**Run 1: sequential cells colored by netlist name**

Scale bar: 20 um. Other sequential cells in the stronger gray, the rest of the logic in the fainter gray.
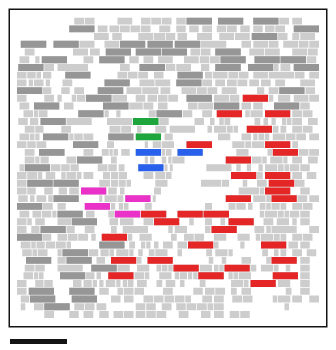
**Run 1: cell sizes after repair**

Scale bar: 20 um.
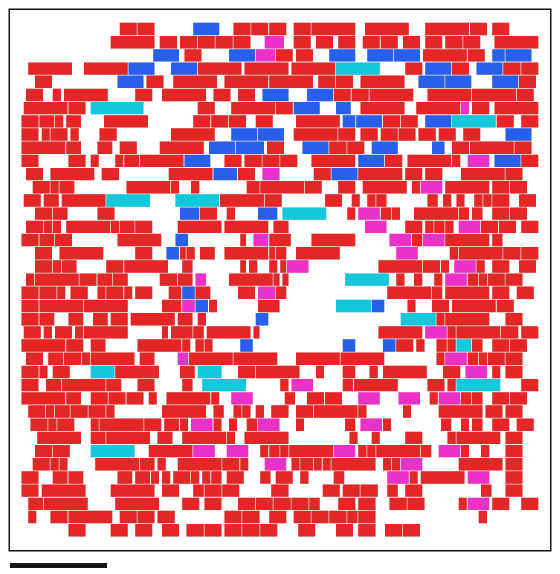
**Run 1: routed clock nets over the placement**

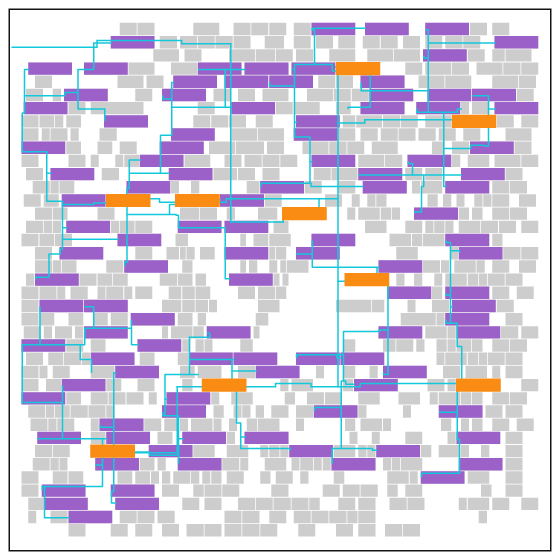
$ cat src/rtl/mem_port_arbiter.sv
// Shares the single-ported memory between the fetch (F) and data (D) paths of the
// multicycle CPU: fixed D-over-F priority, F starvation guard, fixed read latency.
module mem_port_arbiter #(
    parameter int ADDR_W     = 32,
    parameter int DATA_W     = 32,
    parameter int READ_LAT   = 2,
    parameter int STARVE_MAX = 3
) (
    input  logic              clock,
    input  logic              reset,
    input  logic              f_req,
    input  logic [ADDR_W-1:0] f_addr,
    input  logic              d_req,
    input  logic              d_we,
    input  logic [ADDR_W-1:0] d_addr,
    input  logic [DATA_W-1:0] d_wdata,
    output logic              f_done,
    output logic              d_done,
    output logic [DATA_W-1:0] rdata,
    output logic [ADDR_W-1:0] mem_addr,
    output logic              mem_wr,
    output logic [DATA_W-1:0] mem_wdata,
    input  logic [DATA_W-1:0] mem_rdata,
    output logic              busy,
    output logic [1:0]        state_out
);

    typedef enum logic [1:0] {
        IDLE   = 2'd0,
        ACCESS = 2'd1,
        DONE   = 2'd2
    } state_e;

    state_e            state_q, state_d;
    logic [ADDR_W-1:0] mem_addr_q, mem_addr_d;
    logic              mem_wr_q, mem_wr_d;
    logic [DATA_W-1:0] mem_wdata_q, mem_wdata_d;
    logic [DATA_W-1:0] rdata_q, rdata_d;
    logic [2:0]        lat_q, lat_d;
    logic [3:0]        starve_q, starve_d;
    logic              win_d_q, win_d_d;
    logic              grant_f;

    always_ff @(posedge clock or negedge reset) begin
        if (!reset) begin
            state_q     <= IDLE;
            mem_addr_q  <= '0;
            mem_wr_q    <= 1'b0;
            mem_wdata_q <= '0;
            rdata_q     <= '0;
            lat_q       <= '0;
            starve_q    <= '0;
            win_d_q     <= 1'b0;
        end else begin
            state_q     <= state_d;
            mem_addr_q  <= mem_addr_d;
            mem_wr_q    <= mem_wr_d;
            mem_wdata_q <= mem_wdata_d;
            rdata_q     <= rdata_d;
            lat_q       <= lat_d;
            starve_q    <= starve_d;
            win_d_q     <= win_d_d;
        end
    end

    always_comb begin
        state_d     = state_q;
        mem_addr_d  = mem_addr_q;
        mem_wr_d    = mem_wr_q;
        mem_wdata_d = mem_wdata_q;
        rdata_d     = rdata_q;
        lat_d       = lat_q;
        starve_d    = starve_q;
        win_d_d     = win_d_q;
        grant_f     = 1'b0;
        unique case (state_q)
            IDLE: begin
                if (f_req || d_req) begin
                    // F overrides D only once D has won STARVE_MAX times in a row
                    grant_f = f_req && (!d_req || starve_q == 4'(STARVE_MAX));
                    state_d = ACCESS;
                    if (grant_f) begin
                        mem_addr_d  = f_addr;
                        mem_wr_d    = 1'b0;
                        mem_wdata_d = '0;
                        win_d_d     = 1'b0;
                        starve_d    = '0;
                        lat_d       = 3'(READ_LAT - 1);
                    end else begin
                        mem_addr_d  = d_addr;
                        mem_wr_d    = d_we;
                        mem_wdata_d = d_wdata;
                        win_d_d     = 1'b1;
                        starve_d    = f_req ? starve_q + 4'd1 : 4'd0;
                        lat_d       = d_we ? 3'd0 : 3'(READ_LAT - 1);
                    end
                end
            end
            ACCESS: begin
                if (lat_q == 3'd0) begin
                    state_d  = DONE;
                    mem_wr_d = 1'b0;
                    if (!mem_wr_q) begin
                        rdata_d = mem_rdata;
                    end
                end else begin
                    lat_d = lat_q - 3'd1;
                end
            end
            DONE: begin
                state_d = IDLE;
            end
            default: begin
                state_d = IDLE;
            end
        endcase
    end

    assign f_done    = (state_q == DONE) && !win_d_q;
    assign d_done    = (state_q == DONE) && win_d_q;
    assign busy      = (state_q != IDLE);
    assign state_out = state_q;
    assign rdata     = rdata_q;
    assign mem_addr  = mem_addr_q;
    assign mem_wr    = mem_wr_q;
    assign mem_wdata = mem_wdata_q;

endmodule

$ cat config.mk
export PLATFORM = sky130hd
export DESIGN_NAME = mem_port_arbiter
export DESIGN_NICKNAME = d
export VERILOG_FILES = /design/src/rtl/mem_port_arbiter.sv
export SDC_FILE = /design/constraint.sdc
export NUM_CORES = 1
export LEC_CHECK = 0
export CORE_MARGIN = 2
export CORE_UTILIZATION = 45
export DETAILED_ROUTE_END_ITERATION = 8
export PLACE_DENSITY_LB_ADDON = 0.3
export SETUP_SLACK_MARGIN = 0.3
export SLEW_MARGIN = 20
export SYNTH_ARGS = -nofsm -noshare
export SYNTH_HDL_FRONTEND = slang
export SYNTH_SLANG_ARGS = --single-unit
$ cat constraint.sdc
create_clock -name clock -period 3.61 [get_ports clock]
set_clock_uncertainty 0.05 [all_clocks]
set_input_delay 0.722 -clock clock [delete_from_list [all_inputs] [get_ports clock]]
set_output_delay 0.722 -clock clock [all_outputs]
set_load 0.05 [all_outputs]
==> out/qor.txt, run 1 <==
Register area share after synthesis -> 51.6%
# port buffers -> 234
First-pass GRT wire length -> 24300 um
DP Area -> 7520 um2
Routed WL -> 15100 um
LEAKAGE -> 0.00319 uW
Logic pwr share -> 61.7%
Synth mux share -> 9.12%
Area leader share -> 51.6%
Max-cap viol count -> 0
Worst hold path type -> in -> async
Die extent in y -> 111 um
Setup Slack @ Placement -> 0.876 ns
Worst Max-Slew Pin Slew -> 1.02 ns
Setup TNS after final layout -> 0 ns
TritonCTS clock tree -> built
Cells after Synth -> 430
Root Buffer -> clkbuf_16
Routed vias/inst -> 5.72
Initial antenna violation count -> 0
Critical Path RT -> 2.84 ns
Critical path's slowest cell -> clkdlybuf4s50_1
CP endpoint kind -> primary output
Post-synth EDFFs -> 0
Postcts setup bufs -> 0
Detailed router's first-iteration violation count -> 339
Syn Area/Cell -> 12.1 um2
Largest power group -> combinational logic
Largest stage delay, worst path -> 0.87 ns
Fp util -> 45.8%
Post-placement cell count -> 771
Post-synth ARST share -> 100%
Vias in the first global route -> 4637
H-Tree Depth -> 3
Post-CTS Hold Buffers -> 0
Tot GR Track Use -> 24.3%
Fraction of layout cells with a size suffix above 1 -> 15.8%
Clock transition at the registers of the reported paths -> 0.07 ns
Largest delay share family, worst path -> buffers and inverters
Critical path data arrival time -> 1.89 ns
Sequential group share of total power -> 25.8%
WS Path Type -> reg -> out
Grt ovf -> 0
Synth area leaders -> dfrtp_1 (52%), mux2_4 (8.7%), o211ai_2 (7.2%)
Log Warnings -> 29
RSZ-0062 raised after global routing -> no
DRT Pass-1 Iters -> 5
Yosys aoi share -> 18.5%
Registers, synthesis -> 107
Fmax -> 375 MHz
Fin. max-slew vios -> 0
Top Ports -> 235
Status -> complete, no violations
Synth Cell Area -> 5190 um2
Final GP Congestion -> 0.803
Ys Warns -> 0
Max IR drop VDD -> 0.000932 V
Die footprint -> 12400 um2
Sequential power -> 2110 uW
Top cell type by instance count after synthesis -> dfrtp_1
Final design utilization -> 69.2%
CP Cell Sequence -> nor3b_1 -> clkdlybuf4s50_1
Top non-seq family -> AND-OR/OR-AND gates
Netlist cell types -> 43
WL/cell -> 19.2 um
Floorplan net count -> 566
Total power -> 8170 uW
Notes on 'sequential cells colored by netlist name' above:
legend:
  red:
    netlist_name: mem_addr
    sequential_cells: 32
  blue:
    netlist_name: lat_q
    sequential_cells: 3
  green:
    netlist_name: state_out
    sequential_cells: 2
  magenta:
    netlist_name: starve_q
    sequential_cells: 4
not colored: 66

Notes on 'cell sizes after repair' above:
legend:
  cyan:
    size: drive 6 and up
    cells: 15
    share: 2.3%
  red:
    size: drive 1 or less
    cells: 542
    share: 84%
  magenta:
    size: drive 2
    cells: 40
    share: 6.2%
  blue:
    size: drive 3 to 4
    cells: 47
    share: 7.3%
Non-clk bufs: 246
Final WS setup: 0.946 ns
Layout area overhead: 50.9%
design area: 7830 um2

Notes on 'routed clock nets over the placement' above:
legend:
  orange:
    item: cells driving clock nets
    count: 9
  cyan:
    item: clock wires
    length: 1300 um
  purple:
    item: flip-flops
    count: 107
flops lie: spread over the die
routed clock nets: 10
Skew-Pair Late Insertion Delay: 0.35 ns
clock group total power: 1030 uW
Clock power frac: 12.6%

## run 1: placed cells by master, fill, tap and decap left out, types with 3 or more instances in the layout
cell type        instances
nand3_1                 68
o2bb2ai_1               35
nand4_1                 32
mux2_4                  30
clkbuf_16                9
ha_1                     3
buf_4                   11
o211ai_2                30
clkdlybuf4s50_1        233
inv_1                    5
dfrtp_1                107
o21ai_0                 36
## run 1: routing by layer
layer  part of all wire [%]  global-route usage, %  vias up  routed length [um]
li1                       -                      -     2046                   -
met1                     40                   31.2     2234                6020
met4                    2.1                   7.57        0                 314
met3                    8.4                   8.55       25                1280
met5                      0                      0        -                   0
met2                     50                   39.1      197                7530
## run 1: state kept, by name, summed over array words and instances (netlist names)
name,flops
mem_wr,1
starve_q,4
mem_wdata,32
state_out,2
rdata,32
win_d_q,1
lat_q,3
mem_addr,32
## run 1: final cells by class
class | count | share of cell area, %
clock buffer | 11 | 3.23
clock inverter | 5 | 0.767
inverter | 5 | 0.240
multi-input combinational | 270 | 27.9
sequential | 107 | 34.2
tap | 143 | 2.29
timing repair buffer | 246 | 31.4
## run 1: path summary, 6_finish.rpt
| check | endpoint | cells after the start | startpoint | slack (ns) |
|---|---|---|---|---|
| max in group asynchronous | mem_wdata[3]$_DFFE_PN0P_ | 2 | reset | 2.44 |
| min in group clock | mem_wdata[1]$_DFFE_PN0P_ | 1 | mem_wdata[1]$_DFFE_PN0P_ | 0.44 |
| max reg2reg | rdata[3]$_DFFE_PN0P_ | 6 | lat_q[1]$_DFFE_PN0P_ | 1.16 |
| min | rdata[6]$_DFFE_PN0P_ | 1 | reset | 0.30 |
| min reg2reg | mem_wdata[1]$_DFFE_PN0P_ | 1 | mem_wdata[1]$_DFFE_PN0P_ | 0.44 |
| max | f_done | 2 | state_out[0]$_DFFE_PN0P_ | 0.95 |
--- run 2 (diff from run 1) ---
--- a/config.mk
+++ b/config.mk
@@ -6,7 +6,7 @@
 export NUM_CORES = 1
 export LEC_CHECK = 0
 export CORE_MARGIN = 2
-export CORE_UTILIZATION = 45
+export CORE_UTILIZATION = 42
 export DETAILED_ROUTE_END_ITERATION = 8
 export PLACE_DENSITY_LB_ADDON = 0.3
 export SETUP_SLACK_MARGIN = 0.3
==> constraint.sdc (replaced) <==
create_clock -name clock -period 2.5 [get_ports clock]
set_clock_uncertainty 0.05 [all_clocks]
set_input_delay 0.5 -clock clock [delete_from_list [all_inputs] [get_ports clock]]
set_output_delay 0.5 -clock clock [all_outputs]
set_load 0.05 [all_outputs]
**Run 2: routed clock nets over the placement**

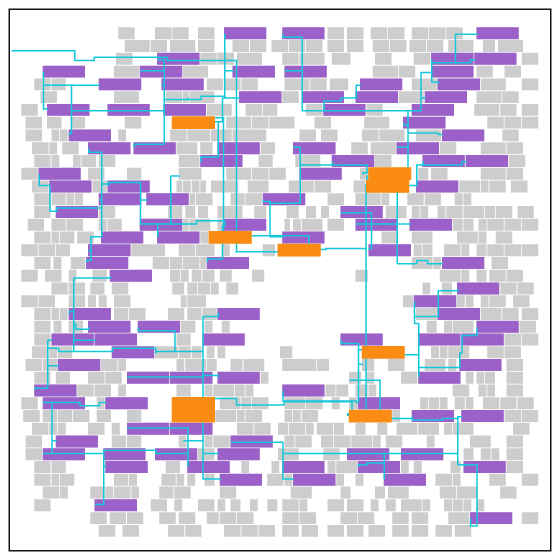
legend:
  orange:
    item: cells driving clock nets
    count: 9
  cyan:
    item: clock wires
    length: 1280 um
  purple:
    item: flip-flops
    count: 107
flops lie: spread over the die

==> run 2 against run 1 <==
Compared with the run above: final area rose by 0.51%; core utilization fell by 3.6 points; clock power rose by 31%; area after synthesis did not move; final cell count rose by 1.4%; register-to-register slack got worse by 0.66 ns; routed wire length rose by 1.4%; power rose by 44%; synthesized cell count did not move; sequential share of layout area fell by 0.17 points; global-route usage fell by 1.7 points.
==> out/qor.txt, run 2 <==
Status -> complete, no violations
Post-synth EDFFs -> 0
Total power -> 11800 uW
Clock transition at the registers of the reported paths -> 0.07 ns
Post-route DRC violation count -> 0
Top cells excl fill/tap -> clkdlybuf4s50_1 (227), dfrtp_1 (107), nand3_1 (68), o21ai_0 (36), o2bb2ai_1 (35)
Setup TNS after final layout -> 0 ns
Worst hold path type -> in -> async
Top Ports -> 235
Tot GR Track Use -> 22.6%
Yosys aoi share -> 18.5%
CTS Buffer Depth -> 2
Netlist cell types -> 43
Routed vias/inst -> 5.69
Design area -> 7870 um2
Largest stage delay, worst path -> 0.52 ns
Worst Max-Slew Pin Slew -> 0.972 ns
CP startpoint -> state_out[0]$_DFFE_PN0P_
Top non-seq family -> AND-OR/OR-AND gates
Vias in the first global route -> 4637
Critical Path RT -> 1.95 ns
Syn Area/Cell -> 12.1 um2
DRT Pass-1 Iters -> 4
Critical path's slowest cell -> clkdlybuf4s15_1
WL/cell -> 19.2 um
Synth Area in XOR/XNOR -> 0%
Registers, synthesis -> 107
Tcrit/Tclk final -> 85.2%
First-pass GRT wire length -> 23500 um
Skew-Pair Late Insertion Delay -> 0.34 ns
Flop2flop setup slack -> 0.50 ns
Fmax -> 470 MHz
Log Warnings -> 27
Synth area leaders -> dfrtp_1 (52%), mux2_4 (8.7%), o211ai_2 (7.2%)
Fp util -> 43.2%
WS Path Type -> reg -> out
TritonCTS clock tree -> built
CP Cell Sequence -> and3b_2 -> clkdlybuf4s15_1
Critical path data arrival time -> 1.58 ns
Most numerous logic cell after layout -> clkdlybuf4s50_1
RSZ-0062 raised after global routing -> no
Largest delay share family, worst path -> buffers and inverters
Post-synth ARST share -> 100%
Top cell type by instance count after synthesis -> dfrtp_1
CP endpoint kind -> primary output
Synth Cell Area -> 5190 um2
Fin. max-slew vios -> 0
Reg2reg start -> starve_q[0]$_DFFE_PN0P_
Cells after Synth -> 430
Initial antenna violation count -> 0
DP Area -> 7570 um2
Die footprint -> 13300 um2
Cell count along the critical path -> 2
R2r worst-path depth -> 4
Area leader share -> 51.6%
LEAKAGE -> 0.00324 uW
Max IR drop VDD -> 0.00106 V
Register area share after synthesis -> 51.6%
Routed WL -> 15400 um
Max-cap viol count -> 0
Pin count of the biggest net entering global routing -> 57
H-Tree Depth -> 3
Floorplan net count -> 566
Root Buffer -> clkbuf_16
Synth mux share -> 9.12%
Fraction of layout cells with a size suffix above 1 -> 16.9%
# port buffers -> 234
Final GP Congestion -> 0.792
Die extent in y -> 115 um
==> run 2: cell counts after synthesis <==
No cell type changed its count.
==> run 2: area by class of cell <==
class	count	area [um2]	share of cell area (%)
timing repair buffer	253	2520	32.0
clock buffer	12	256	3.26
tap	147	184	2.34
clock inverter	4	25.0	0.318
multi-input combinational	270	2190	27.8
sequential	107	2680	34.0
inverter	5	18.8	0.239
==> run 2: layer usage <==
layer	global-route usage (%)	wire, um	up-vias
li1	-	-	2057
met1	29.4	6420	2255
met2	38.2	7500	214
met3	5.17	1240	14
met4	6.02	194	0
met5	0	0	-
==> run 2: per-stage QoR <==
stage	setup slack, ns	util (%)	std cells
2_1_floorplan	0.324	-	430
3_3_place_gp	0.0927	63.1	780
3_5_place_dp	0.0718	63.1	780
4_1_cts	0.320	65.4	796
5_1_grt	0.312	65.5	798
6_report	0.371	65.5	798
==> run 2: worst paths after layout <==
| check | end |
|---|---|
| worst max-delay path | d_done |
| worst min register to register | mem_wdata[8]$_DFFE_PN0P_ |
| worst max register to register | mem_addr[27]$_DFFE_PN0P_ |
| max in group asynchronous | rdata[11]$_DFFE_PN0P_ |
| worst min-delay path | rdata[30]$_DFFE_PN0P_ |
| min in group clock | mem_wdata[8]$_DFFE_PN0P_ |
==> run 2: what timing repair did <==
item | CTS | global route
gates resized | 4 | 2
gates cloned | 0 | 0
hold buffers | 0 | 0
pin swaps | 0 | 1
setup buffers | 0 | 2
endpoints found under the setup margin | 4 | 3
==> run 2: cell families after synthesis <==
| kind of cell | count (synthesis) |
|---|---|
| simple gates | 122 |
| compound gates | 113 |
| mux | 32 |
| buf+inv | 53 |
| fa+ha+maj | 3 |
| flops | 107 |
==> run 2: power breakdown <==
group	leakage [uW]	internal, uW	switching [uW]
registers	0.00133	2550	509
clock network	0.000135	728	621
logic	0.00178	2780	4590
--- run 3 (diff from run 2) ---
--- a/config.mk
+++ b/config.mk
@@ -7,6 +7,7 @@
 export LEC_CHECK = 0
 export CORE_MARGIN = 2
 export CORE_UTILIZATION = 42
+export CTS_CLUSTER_SIZE = 24
 export DETAILED_ROUTE_END_ITERATION = 8
 export PLACE_DENSITY_LB_ADDON = 0.3
 export SETUP_SLACK_MARGIN = 0.3
**Run 3: cell sizes after repair**

Scale bar: 20 um.
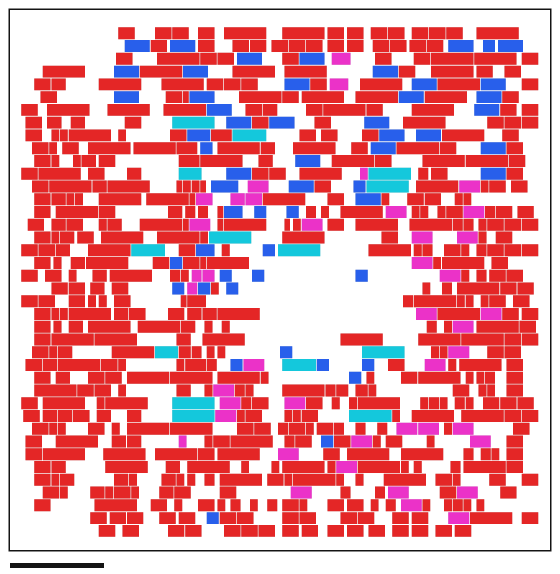
legend:
  cyan:
    size: drive 6 and up
    cells: 14
    share: 2.2%
  magenta:
    size: drive 2
    cells: 42
    share: 6.5%
  red:
    size: drive 1 or less
    cells: 541
    share: 83%
  blue:
    size: drive 3 to 4
    cells: 54
    share: 8.3%

==> run 3 against run 2 <==
Compared with the run above: sequential share of layout area is the same; non-clock buffer count is the same; final area is the same; via count is the same; fmax is the same; combinational power is essentially flat; synthesized cell count is the same; core utilization is the same; count of clock-buffer cells in the layout is the same; clock power is essentially flat; highest routed layer unchanged.
==> out/qor.txt, run 3 <==
Status -> complete, no violations
Fmax -> 470 MHz
Largest delay share family, worst path -> buffers and inverters
Fin. max-slew vios -> 0
Fraction of layout cells with a size suffix above 1 -> 16.9%
Final non-filler cell total -> 798
Post-synth EDFFs -> 0
H-Tree Depth -> 3
Total power -> 11800 uW
Post-synth ARST share -> 100%
Fp util -> 43.2%
ANT cells -> 0
Top Ports -> 235
Initial antenna violation count -> 0
# Cells Yosys -> 430
Largest stage delay, worst path -> 0.52 ns
Cells after Synth -> 430
Max-cap viol count -> 0
Fillers -> 920
CP startpoint -> state_out[0]$_DFFE_PN0P_
Layout area overhead -> 51.7%
Worst Max-Slew Pin Slew -> 0.972 ns
R2r worst-path depth -> 4
Setup Slack @ Placement -> 0.0718 ns
Critical path data arrival time -> 1.58 ns
Power per cell area -> 1500 nW/um2
Die footprint -> 13300 um2
Register area share after synthesis -> 51.6%
Vias in the first global route -> 4637
Vias post-DR -> 4540
Dominant flop cell -> dfrtp_1
Fin. Hold Viols -> 0
Detailed router's first-iteration violation count -> 405
Die width -> 115 um
Synth cell count leaders -> dfrtp_1 (107), nand3_1 (68), o21ai_0 (36)
Min cycle time layout -> 2.13 ns
Routed vias/inst -> 5.69
DRT Pass-1 Iters -> 4
DP Area -> 7570 um2
RSZ-0062 raised after global routing -> no
Setup violators final -> 0
Syn Area/Cell -> 12.1 um2
CP endpoint kind -> primary output
Critical path's slowest cell -> clkdlybuf4s15_1
Area leader, netlist -> dfrtp_1
Post-route DRC violation count -> 0
Synth Cell Area -> 5190 um2
Top cell type by instance count after synthesis -> dfrtp_1
Row cnt -> 40
Hpwl dp -> 10700 um
Flop2flop setup slack -> 0.50 ns
LEAKAGE -> 0.00324 uW
Final GP Congestion -> 0.792
CTS sink count -> 107
Netlist cell types -> 43
Design area -> 7870 um2
Max IR drop VDD -> 0.00106 V
Synth area leaders -> dfrtp_1 (52%), mux2_4 (8.7%), o211ai_2 (7.2%)
CP Cell Sequence -> and3b_2 -> clkdlybuf4s15_1
Pin count of the biggest net entering global routing -> 57
Post-placement cell count -> 780
Log Warnings -> 27
Clock transition at the registers of the reported paths -> 0.07 ns
Root Buffer -> clkbuf_16
Hold_ws -> 0.111 ns
Final design utilization -> 65.5%
CP Launch Type -> flop
CP bufs+invs -> 1
WL/cell -> 19.2 um
Reg2reg start -> starve_q[0]$_DFFE_PN0P_
Final WS setup -> 0.371 ns
Ys Warns -> 0
First-pass GRT wire length -> 23500 um
Die extent in y -> 115 um
WS Path Type -> reg -> out
Grt ovf -> 0
Final nets -> 782
CTS Buffer Depth -> 2
Most numerous logic cell after layout -> clkdlybuf4s50_1
Critical Path RT -> 1.95 ns
Top cells excl fill/tap -> clkdlybuf4s50_1 (227), dfrtp_1 (107), nand3_1 (68), o21ai_0 (36), o2bb2ai_1 (35)
Routed WL -> 15400 um
Skew-Pair Late Insertion Delay -> 0.34 ns
Setup TNS after final layout -> 0 ns
Cell count along the critical path -> 2
Area leader share -> 51.6%
Yosys stat chip area -> 5190 um2
Worst setup path end -> d_done
CORE AREA -> 12000 um2
Relative slew margins -> 35.2%
Tcrit/Tclk final -> 85.2%
Tot GR Track Use -> 22.6%
# port buffers -> 234
TritonCTS clock tree -> built
RR Endpoint -> mem_addr[27]$_DFFE_PN0P_
Max FO, Critical Path -> 6
Total CTS buffers -> 9
Worst hold path type -> in -> async
Final ANT Viol Nets -> 0
Registers, synthesis -> 107
Floorplan net count -> 566
[run 3: cell counts after synthesis]
Identical to the previous run, type by type.
[run 3: worst reg2reg max path: stages, from the launching register on]
cell and delay (ns):
dfrtp_1 0.41, ha_1 0.24, nand4bb_1 0.12, and2_2 0.80, o211ai_1 0.21
[run 3: per-layer routing]
layer	global-route usage, %	share of wire (%)	wire length [um]
met5	0	0	0
met4	6.02	1.3	194
met2	38.2	49	7500
met3	5.17	8.1	1240
met1	29.4	42	6420
[run 3: final cells by class]
cell class / instances / area, um2 / share of cell area (%)
Sequential cell: 107 / 2680 / 34.0
Timing Repair Buffer: 253 / 2520 / 32.0
Multi-Input combinational cell: 270 / 2190 / 27.8
Clock buffer: 12 / 256 / 3.26
Tap cell: 147 / 184 / 2.34
Clock inverter: 4 / 25.0 / 0.318
Inverter: 5 / 18.8 / 0.239
[run 3: timing repair]
item | in CTS | in global routing
pin swaps | 0 | 1
cloned | 0 | 0
setup buffers | 0 | 2
setup endpoints to repair | 4 | 3
hold buffers | 0 | 0
gates resized | 4 | 2
[run 3: cell families after synthesis]
| family | count (synthesis) | synth area share [%] |
|---|---|---|
| and+or+nand+nor | 122 | 13.6 |
| buffers and inverters | 53 | 6.42 |
| AOI/OAI and AO/OA | 113 | 18.5 |
| muxes | 32 | 9.12 |
| adders and majority gates | 3 | 0.724 |
| DFF | 107 | 51.6 |
[run 3: power breakdown]
group          internal [uW]  total, uW  switching, uW
Clock                    728       1350            621
Combinational           2780       7360           4590
Sequential              2550       3060            509
No activity file was given, so power comes from the tool's default toggle rates.
